==> config.mk <==
export PLATFORM = sky130hd
export DESIGN_NAME = shannon_whitaker_lp_ctrl_flat
export DESIGN_NICKNAME = d
export VERILOG_FILES = /design/src/rtl/shannon_whitaker_lp_ctrl_pkg.sv /design/src/rtl/shannon_whitaker_lp_ctrl_if.sv /design/src/rtl/shannon_whitaker_lp_ctrl_sat.sv /design/src/rtl/shannon_whitaker_lp_ctrl.sv /design/src/flat_wrapper.sv
export SDC_FILE = /design/constraint.sdc
export NUM_CORES = 1
export LEC_CHECK = 0
export CORE_MARGIN = 5
export CORE_UTILIZATION = 60
export CTS_CLUSTER_SIZE = 40
export DETAILED_ROUTE_END_ITERATION = 10
export GPL_TIMING_DRIVEN = 0
export PLACE_DENSITY_LB_ADDON = 0.15
export SYNTH_ARGS = -nofsm -noshare
export SYNTH_HDL_FRONTEND = slang
export SYNTH_SLANG_ARGS = --single-unit
export TNS_END_PERCENT = 1
==> constraint.sdc <==
create_clock -name clk_i -period 5.4 [get_ports clk_i]
set_input_delay 1.08 -clock clk_i [delete_from_list [all_inputs] [get_ports clk_i]]
set_output_delay 1.08 -clock clk_i [all_outputs]
set_load 0.05 [all_outputs]
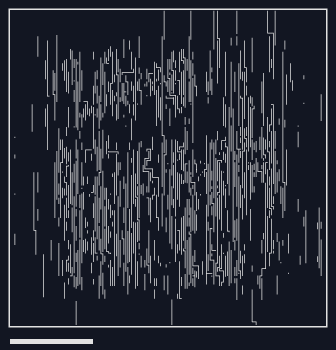
**Above:** metal 2.
Scale bar: 20 um.
wire length on this layer: 3120 um
main direction: vertical
longest straight run: 32.0 um
nets with wire on the layer: 313
routed wire length: 7090 um
DR vias: 2684

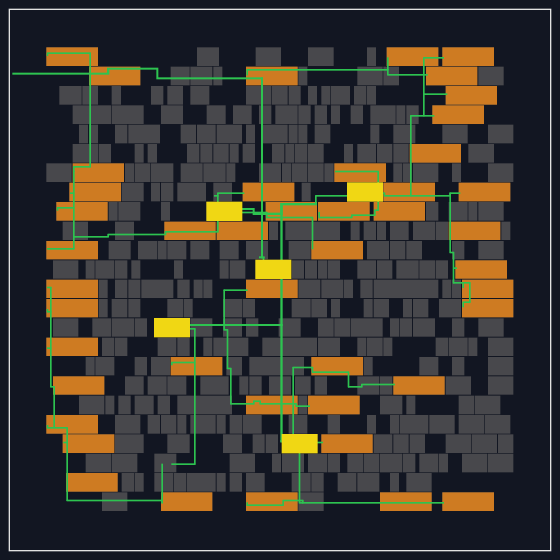
**Above:** clock distribution.
legend:
  green:
    item: clock wires
    length: 528 um
  orange:
    item: flip-flops
    count: 45
  yellow:
    item: clock drivers
    count: 5
routed clock nets: 6
flops lie: all over the die
skew final: 0.00816 ns
worst skew pair latency: 0.30 ns
Clk power: 0.000219 W
Clk pwr share: 28.7%

==> job_summary.md <==
## PnR job results

| Metric | Value |
|---|---|
| Fmax | approximately 300 MHz |
| Crit path buf inv count | 4 |
| RSZ-0062 raised after global routing | false |
| Global route overflow | 0 |
| Root Driver | clkbuf_8 |
| GRT met3 Usage | 4.74% |
| Fillers | ~350 |
| Total power | 0.000762 W |
| Synth flops | ~45 |
| CTS tree | yes |
| Main power group | registers |
| Seq/total area | just under 30% |
| Worst Hold Class | flop to flop |
| LEAKAGE | 1.04 nW |
| Cell class ranked first by area | multi-input combinational cells |
| Pwr/cell area | 248 nW/um^2 |
| Std cell rows | 24 |
| Critical-path top delay cell | nor2_1 |
| First-pass GRT wire length | 11900 um |
| Synthesized Nets | 324 |
| Combinational power | 0.000181 W |
| Post-cts repair resize count | 0 |
| Reg2Reg Depth | 5 |
| Cycle use final | between 60% and 70% |
| GR peak layer | met1 |
| Highest Signal Layer | met4 |
| CP Cell Sequence | clkdlybuf4s50_1 -> buf_2 -> inv_1 -> nor2_1 -> clkbuf_1 -> o311ai_0 -> o41ai_1 |
| CP endpoint kind | flop |
| Hold buffers post-CTS | 0 |
| Tool warnings | 27 |
| Syn Inst Count | between 300 and 400 |
| Initial core utilization | 60.7% |
| Residual DRC count | 0 |
| Status | finished, final reports clean |
| Comb power frac | 23.8% |
| Num CTS Buffers | 5 |
| Hold_ws | 0.460 ns |
| Final-layout non-clock buffer area share | 14.3% |
| Final number of hold-violating endpoints | 0 |
| Slew Limit Fails | 0 |
| Setup bufs post-CTS | 0 |
| Initial antenna violation count | 0 |
| Most frequent cell after synthesis | dfxtp_1 |
| CP Class | input port to flop |
| TAP cells | 52 |
| DIE WIDTH | 75.9 um |
| Final nets | 362 |
| Post-synth seq share | about 35% |
| CTS HTree Levels | 2 |
| Internal | 0.000513 W |
| Buffers excl. clock | 54 |
| Drt wl/cell | 17.7 um |
| Core area | 4290 sq um |
| Mux share | 0.384% |
| CTS max path bufs | 2 |
| Least-Margin Pin Slew | 0.841 ns |
| Yosys simple share | 31.6% |
Power and IR drop assume default switching activity.
